**src/rtl/apb_pkg.sv**
```systemverilog
// Shared types and default widths for the APB requester.
package apb_pkg;

  // Transfer phases of the requester state machine.
  typedef enum logic [1:0] {
    IDLE   = 2'd0,
    SETUP  = 2'd1,
    ACCESS = 2'd2,
    RESP   = 2'd3
  } apb_mst_state_e;

  localparam int APB_ADDR_WIDTH = 32;
  localparam int APB_DATA_WIDTH = 32;

endpackage

```
**src/rtl/apb_master.sv**
```systemverilog
// APB requester: takes one command at a time, runs SETUP/ACCESS on the bus,
// and holds the result on the rsp_* port until it is consumed.
module apb_master
  import apb_pkg::*;
#(
  parameter int ADDR_WIDTH     = APB_ADDR_WIDTH,
  parameter int DATA_WIDTH     = APB_DATA_WIDTH,
  parameter int TIMEOUT_CYCLES = 16
) (
  input  logic                  PCLK,
  input  logic                  PRESETn,
  input  logic                  cmd_valid,
  output logic                  cmd_ready,
  input  logic                  cmd_write,
  input  logic [ADDR_WIDTH-1:0] cmd_addr,
  input  logic [DATA_WIDTH-1:0] cmd_wdata,
  output logic                  rsp_valid,
  input  logic                  rsp_ready,
  output logic [DATA_WIDTH-1:0] rsp_rdata,
  output logic                  rsp_err,
  output logic                  rsp_timeout,
  output logic                  PSEL,
  output logic                  PENABLE,
  output logic                  PWRITE,
  output logic [ADDR_WIDTH-1:0] PADDR,
  output logic [DATA_WIDTH-1:0] PWDATA,
  input  logic                  PREADY,
  input  logic                  PSLVERR,
  input  logic [DATA_WIDTH-1:0] PRDATA
);

  // A zero timeout still needs a one-bit counter so the logic stays legal.
  localparam int CNT_W = (TIMEOUT_CYCLES > 0) ? $clog2(TIMEOUT_CYCLES + 1) : 1;
  localparam logic [CNT_W-1:0] CNT_LIMIT = CNT_W'(TIMEOUT_CYCLES);
  localparam logic [CNT_W-1:0] CNT_MAX   = '1;

  apb_mst_state_e        state_reg, state_next;
  logic                  psel_reg, psel_next;
  logic                  penable_reg, penable_next;
  logic                  pwrite_reg, pwrite_next;
  logic [ADDR_WIDTH-1:0] paddr_reg, paddr_next;
  logic [DATA_WIDTH-1:0] pwdata_reg, pwdata_next;
  logic                  rsp_valid_reg, rsp_valid_next;
  logic [DATA_WIDTH-1:0] rsp_rdata_reg, rsp_rdata_next;
  logic                  rsp_err_reg, rsp_err_next;
  logic                  rsp_timeout_reg, rsp_timeout_next;
  logic [CNT_W-1:0]      wait_cnt_reg, wait_cnt_next;
  logic [CNT_W-1:0]      wait_cnt_inc;

  // Saturating increment: the wait counter must never wrap back to zero.
  assign wait_cnt_inc = (wait_cnt_reg == CNT_MAX) ? wait_cnt_reg : wait_cnt_reg + CNT_W'(1);

  // State and all bus/response outputs are registered; reset abandons any transfer.
  always_ff @(posedge PCLK or negedge PRESETn) begin
    if (!PRESETn) begin
      state_reg       <= IDLE;
      psel_reg        <= 1'b0;
      penable_reg     <= 1'b0;
      pwrite_reg      <= 1'b0;
      paddr_reg       <= '0;
      pwdata_reg      <= '0;
      rsp_valid_reg   <= 1'b0;
      rsp_rdata_reg   <= '0;
      rsp_err_reg     <= 1'b0;
      rsp_timeout_reg <= 1'b0;
      wait_cnt_reg    <= '0;
    end else begin
      state_reg       <= state_next;
      psel_reg        <= psel_next;
      penable_reg     <= penable_next;
      pwrite_reg      <= pwrite_next;
      paddr_reg       <= paddr_next;
      pwdata_reg      <= pwdata_next;
      rsp_valid_reg   <= rsp_valid_next;
      rsp_rdata_reg   <= rsp_rdata_next;
      rsp_err_reg     <= rsp_err_next;
      rsp_timeout_reg <= rsp_timeout_next;
      wait_cnt_reg    <= wait_cnt_next;
    end
  end

  // Next-state and next-output logic; everything holds unless a phase changes it.
  always_comb begin
    state_next       = state_reg;
    psel_next        = psel_reg;
    penable_next     = penable_reg;
    pwrite_next      = pwrite_reg;
    paddr_next       = paddr_reg;
    pwdata_next      = pwdata_reg;
    rsp_valid_next   = rsp_valid_reg;
    rsp_rdata_next   = rsp_rdata_reg;
    rsp_err_next     = rsp_err_reg;
    rsp_timeout_next = rsp_timeout_reg;
    wait_cnt_next    = wait_cnt_reg;

    case (state_reg)
      IDLE: begin
        if (cmd_valid) begin
          state_next    = SETUP;
          psel_next     = 1'b1;
          penable_next  = 1'b0;
          pwrite_next   = cmd_write;
          paddr_next    = cmd_addr;
          pwdata_next   = cmd_wdata;
          wait_cnt_next = '0;
        end
      end
      SETUP: begin
        state_next   = ACCESS;
        penable_next = 1'b1;
      end
      ACCESS: begin
        if (PREADY) begin
          state_next       = RESP;
          psel_next        = 1'b0;
          penable_next     = 1'b0;
          rsp_valid_next   = 1'b1;
          rsp_err_next     = PSLVERR;
          rsp_timeout_next = 1'b0;
          // Only a clean read returns bus data; anything else is forced to zero.
          rsp_rdata_next   = (!pwrite_reg && !PSLVERR) ? PRDATA : '0;
        end else begin
          wait_cnt_next = wait_cnt_inc;
          if ((TIMEOUT_CYCLES != 0) && (wait_cnt_inc == CNT_LIMIT)) begin
            state_next       = RESP;
            psel_next        = 1'b0;
            penable_next     = 1'b0;
            rsp_valid_next   = 1'b1;
            rsp_err_next     = 1'b1;
            rsp_timeout_next = 1'b1;
            rsp_rdata_next   = '0;
          end
        end
      end
      RESP: begin
        if (rsp_ready) begin
          state_next       = IDLE;
          rsp_valid_next   = 1'b0;
          rsp_err_next     = 1'b0;
          rsp_timeout_next = 1'b0;
        end
      end
      default: begin
        state_next = IDLE;
      end
    endcase
  end

  assign cmd_ready   = (state_reg == IDLE);
  assign PSEL        = psel_reg;
  assign PENABLE     = penable_reg;
  assign PWRITE      = pwrite_reg;
  assign PADDR       = paddr_reg;
  assign PWDATA      = pwdata_reg;
  assign rsp_valid   = rsp_valid_reg;
  assign rsp_rdata   = rsp_rdata_reg;
  assign rsp_err     = rsp_err_reg;
  assign rsp_timeout = rsp_timeout_reg;

endmodule

```
**config.mk**
```make
export PLATFORM = sky130hd
export DESIGN_NAME = apb_master
export DESIGN_NICKNAME = d
export VERILOG_FILES = /design/src/rtl/apb_pkg.sv /design/src/rtl/apb_master.sv
export SDC_FILE = /design/constraint.sdc
export NUM_CORES = 1
export LEC_CHECK = 0
export CORE_MARGIN = 2
export CORE_UTILIZATION = 41
export DETAILED_ROUTE_END_ITERATION = 16
export GPL_ROUTABILITY_DRIVEN = 0
export GPL_TIMING_DRIVEN = 0
export PLACE_DENSITY = 0.84
export REMOVE_ABC_BUFFERS = 1
export SLEW_MARGIN = 20
export SYNTH_ARGS = -nofsm -noshare
export SYNTH_HDL_FRONTEND = slang
export SYNTH_SLANG_ARGS = --single-unit
export TNS_END_PERCENT = 1
```
**constraint.sdc**
```tcl
create_clock -name PCLK -period 2.6 [get_ports PCLK]
set_input_delay 0.39 -clock PCLK [delete_from_list [all_inputs] [get_ports PCLK]]
set_output_delay 0.39 -clock PCLK [all_outputs]
set_load 0.02 [all_outputs]
```
==> flow_summary.ini, run 1 <==
; yosys + openroad results
[status]
status = finished, final reports clean

[final_timing]
tightest_slew_ps = 714
holdWs_ps = 507
fin_crit_sh_pct = 90.6
finalMaxSlewViolations = 0
slew_headroom_pct = 52.4
grt_setup_unrepaired = no
skew_ps = 13.9
setup_viol = 0

[synth]
edf_count = 0
ys_chip_area_um2 = 4350
avgSynthCellArea_um2 = 14.7
syn-instance-count = 295
synth_async_sr_flop_share_pct = 100
synth.distinct_cells = 37

[layout]
lay_top_cells = 204 x clkdlybuf4s50_1, 109 x dfrtp_1, 65 x mux2_2, 34 x a22o_1, 10 x nand2_1
flop_area_um2 = 2730
final_cells = 642
nets = 610
area_delta_synth_final_pct = 55.8
fill_cells = 757
final_common_cell = clkdlybuf4s50_1
diodes = 0
stdcell_area_um2 = 6770
drive_above_1_share_pct = 19.0

[die]
floorplan.rows = 37
fp_util_pct = 42.1
die_w_um = 107
die_y_um = 107
core-area_um2 = 10300
ios = 206

[route]
routed_via_density = 5.07
ant_nets = 0
first_pass_iters = 4
first_iter_violations = 103
wl_per_cell_um = 17.3
drc = 0

[clocking]
clock_latency_ps = 380
cts_buffer_depth = 2
h-tree-depth = 3
cts_tree = yes
cts_inserted_buffers = 9
clkTransAtPathRegs_ps = 100

[setup_path]
cp-start-kind = register
worstPathArrival_ps = 2660
required_ps = 2900
path_max_fanout = 19
cp-startpoint = state_reg[0]

[power]
p_switching_mw = 3.09
ir_drop_v = 0.000644
clock_power_share_pct = 12.7
intPower_mw = 5.27
power.share.sequential_pct = 35.2
leakage_nw = 2.89
p_sw_share_pct = 37.0
pwr-share-comb_pct = 52.1

[placement]
place_area_um2 = 6550
portBuffers = 205

[grt]
grt_pass1_vias = 3311

[run]
tool_warnings = 29
drv_cap = 0
## run 1: metrics by stage
step	setup slack [ps]	TNS, ps
after global placement	-2820	-401630
after global routing	50.4	0
after CTS	72.7	0
after floorplan	-560	-29360
after detailed placement	81.6	0
final	246	0
## run 1: layer usage
metal / track usage, % / wire, µm / vias up
li1: - / - / 1490
met1: 22.6 / 4370 / 1622
met2: 33.8 / 5830 / 135
met3: 4.56 / 728 / 11
met4: 7.24 / 144 / 0
met5: 0 / 0 / -
## run 1: layout make-up
cell class,instances,area share (%)
Clock buffer,9,1.83
Clock inverter,7,1.18
Inverter,6,0.333
Multi-Input combinational cell,165,22.3
Sequential cell,109,40.3
Tap cell,136,2.51
Timing Repair Buffer,210,31.6
## run 1: power by group through the flow
stage	Sequential, mW	Combinational [mW]	Clock (mW)
2_1_floorplan	3.90	1.30	0
3_3_place_gp	2.93	4.27	0
3_5_place_dp	2.98	4.39	0
4_1_cts	2.95	4.39	1.09
5_1_grt	3.05	4.60	1.16
6_report	2.95	4.36	1.06
## run 1: worst paths after layout
path	end	slack, ps	depth (start not counted)
worst max-delay path	rsp_rdata[14]	250	7
worst min-delay path	PADDR[6]	510	2
max in group asynchronous	rsp_rdata[8]	1440	3
worst max register to register	rsp_rdata[14]	250	7
min in group PCLK	rsp_rdata[8]	510	1
worst min register to register	rsp_rdata[8]	510	1
## run 1: synth_stat cells, types with 2 or more instances
master      n  area (µm²)
a31oi_1     2        12.5
buf_6       6        67.6
o211ai_1    2        15.0
nand2_1    11        41.3
nand2b_1    2        12.5
o21ai_0     7        35.0
nand3_1     4        20.0
mux2_2     65         732
nor3_1      2        10.0
dfrtp_1   109        2730
nor2_1      3        11.3
clkbuf_1    6        22.5
buf_2       4        20.0
a22o_1     34         298
a21oi_1     5        25.0
nor3b_1     2        15.0
ha_1        6        75.1
inv_1       6        22.5
## run 1: cells by family after synthesis
family	Yosys count	synth area share [%]
buf+inv	22	3.05
flops	109	62.7
simple gates	30	3.54
fa+ha+maj	6	1.73
mux	68	17.7
compound gates	60	11.3
## run 1: critical path, cell delays in order, from the launching register on
cell and delay, ps:
dfrtp_1 430, inv_1 130, ha_2 450, nand2_1 180
nor3_2 440, buf_4 300, buf_6 180, a22o_1 170
## run 1: what timing repair did
action / CTS / global route
hold buffers: 1 / 0
endpoints found under the hold margin: 44 / 0
setup endpoints to repair: 0 / 13
resized: 0 / 1
### Zoomed window, run 1

Region (41, 20) to (66, 45) µm. Cells in grey, sequential cells in the stronger grey; small squares are vias.
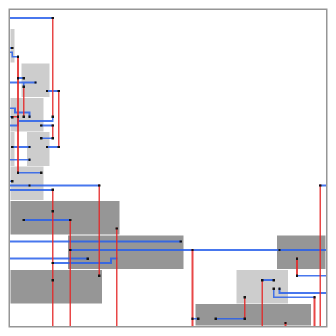
[met2] red
[met1] blue
sequential cells in the window: 4
cells with their middle in the window: 9
netlist names of flops here include: wait_cnt_reg (2)
most frequent: dfrtp_1 (4)

### Ports around the boundary, run 1

Scale: 4 px per µm. Pins as bars across the die edge, other pins in grey.
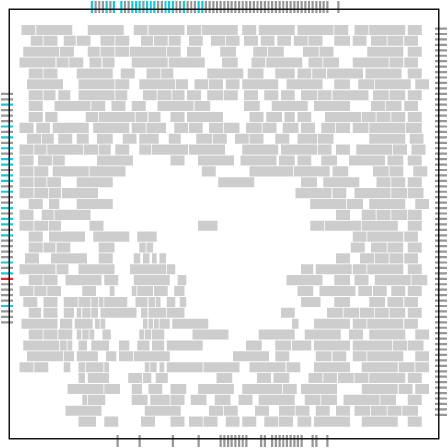
[rsp_valid] red | pins: 1 | direction: output | edge: left
[rsp_rdata] cyan | pins: 32 | direction: output | edge: 16 top, 16 left

### Where the registers sit, run 1

Scale: 2 px per µm.
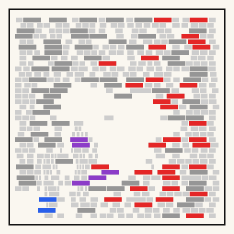
[wait_cnt_reg] purple | flops: 5
[state_reg] blue | flops: 2
[PWDATA] red | flops: 32
not coloured: 70

### Congestion heat map, run 1

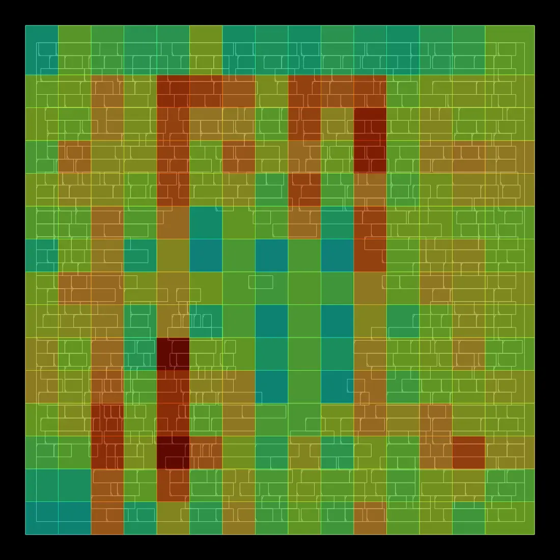

==> run 2, diff against run 1 <==
- GPL_TIMING_DRIVEN: 0 -> 1
### Congestion heat map, run 2

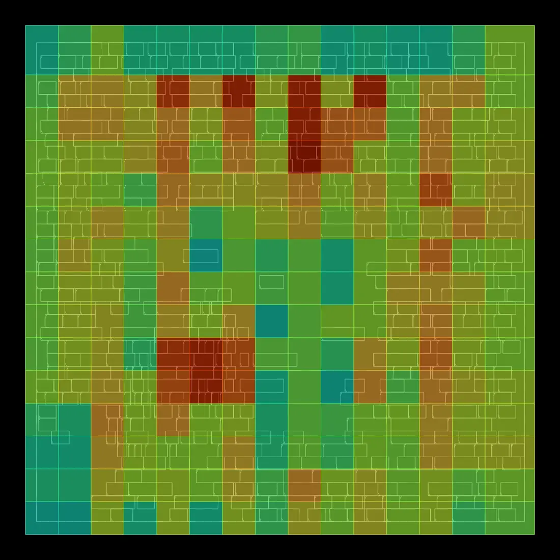
Util after Layout: 65.2%
GRT Total Usage: 18.6%
GRT met2 Usage: 32.1%
Routed WL per cell: 16.8 µm
global routing usage on met3: 4.19%

==> flow_summary.ini, run 2 <==
; yosys + openroad results
[clocking]
hold_buffers = 0
clkTransAtPathRegs_ps = 110
cts_buffer_depth = 2
cts_inserted_buffers = 9
ctsResizeCount = 0
h-tree-depth = 3

[placement]
pre_cts_slack_ps = 302
place_area_um2 = 6540

[die]
fp_util_pct = 42.1
die_y_um = 107
floorplan.rows = 37
die_w_um = 107

[synth]
synth_async_sr_flop_share_pct = 100
synth.most_common_cell = dfrtp_1
synth_top_area_share_pct = 62.7
edf_count = 0
syn-instance-count = 295
avgSynthCellArea_um2 = 14.7
largest_area_cell = dfrtp_1

[setup_path]
cp-start-kind = register
required_ps = 2900
cp_cell_sequence = ha_1 -> and4_2 -> nand2_1 -> o2111a_2 -> o21ai_4 -> a22o_1
r2r_slack_ps = 270
worstPathArrival_ps = 2630
cp_num_buf_inv = 0
critical_path.max_stage_delay_ps = 630

[final_timing]
setup_viol = 0
fin_crit_sh_pct = 89.7
slew_headroom_pct = 48.0
tightest_slew_ps = 778
finalWorstSetupSlack_ps = 268

[route]
drc = 0
first_iter_violations = 118
first_pass_iters = 4
routed_via_density = 4.97

[layout]
stdcell_area_um2 = 6730
diodes = 0
lay_top_cells = 204 x clkdlybuf4s50_1, 109 x dfrtp_1, 65 x mux2_2, 34 x a22o_1, 10 x nand2_1
final_cells = 642

[grt]
met1_usage_pct = 22.4
busiest_layer = met2

[status]
status = finished, final reports clean

[power]
leakage_nw = 2.87
ir_drop_v = 0.000569
### Zoomed window, run 2

Region (41, 20) to (66, 45) µm. Cells in grey, sequential cells in the stronger grey; small squares are vias.
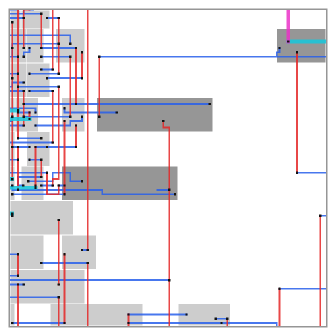
[met1] blue
[met3] cyan
[met2] red
[met4] magenta
netlist names of flops here include: wait_cnt_reg (2)
cells with their middle in the window: 18
sequential cells in the window: 2
most frequent: a21oi_1 (4)

run 2: cells by family (layout without fill, tap and decap cells):
family	Yosys count	count (layout)	share of synthesized area, %
adder cells (fa/ha/maj)	6	6	1.73
AND/OR/NAND/NOR	30	30	3.54
multiplexers	68	68	17.7
AND-OR/OR-AND	60	60	11.3
buffers and inverters	22	233	3.05
flip-flops	109	109	62.7
run 2: metrics by stage:
step / hold WS (ps) / power (mW)
2_1_floorplan: 94.4 / 5.19
4_1_cts: 9.81 / 8.36
5_1_grt: 20.9 / 8.73
6_report: 1.78 / 8.28
3_3_place_gp: 416 / 7.22
3_5_place_dp: 424 / 7.36
run 2: worst paths after layout:
check,cells after the start,endpoint,from
setup / recovery,6,rsp_rdata[20],wait_cnt_reg[1]
hold / removal,1,PADDR[6],PRESETn
setup reg to reg,6,rsp_rdata[20],wait_cnt_reg[1]
hold reg to reg,1,rsp_rdata[17],rsp_rdata[17]
max in group asynchronous,2,rsp_rdata[23],PRESETn
min in group PCLK,1,rsp_rdata[17],rsp_rdata[17]
run 2: worst register-to-register path, stage by stage, from the launching register on:
cell and delay (ps):
dfrtp_1 460, ha_1 330, and4_2 290, nand2_1 90, o2111a_2 220, o21ai_4 630
a22o_1 250
run 2: cell type report:
cell class / count / share of cell area, %
clock buffers: 9 / 1.84
clock inverters: 7 / 1.02
inverters: 6 / 0.335
multi-input cells: 164 / 22.2
flip-flops and latches: 109 / 40.5
well taps: 136 / 2.53
repair buffers: 211 / 31.5
run 2: report_power, final:
part           switching [mW]  total, mW  internal (mW)
clock                   0.610      0.982          0.372
sequential              0.471       2.97           2.50
combinational            2.02       4.32           2.31
run 2: metal layers:
| metal | vias to the layer above | share of wire (%) |
|---|---|---|
| met5 | - | 0 |
| met1 | 1532 | 41 |
| met4 | 0 | 2.2 |
| li1 | 1489 | - |
| met2 | 150 | 50 |
| met3 | 22 | 7.3 |
Power and IR drop assume default switching activity.
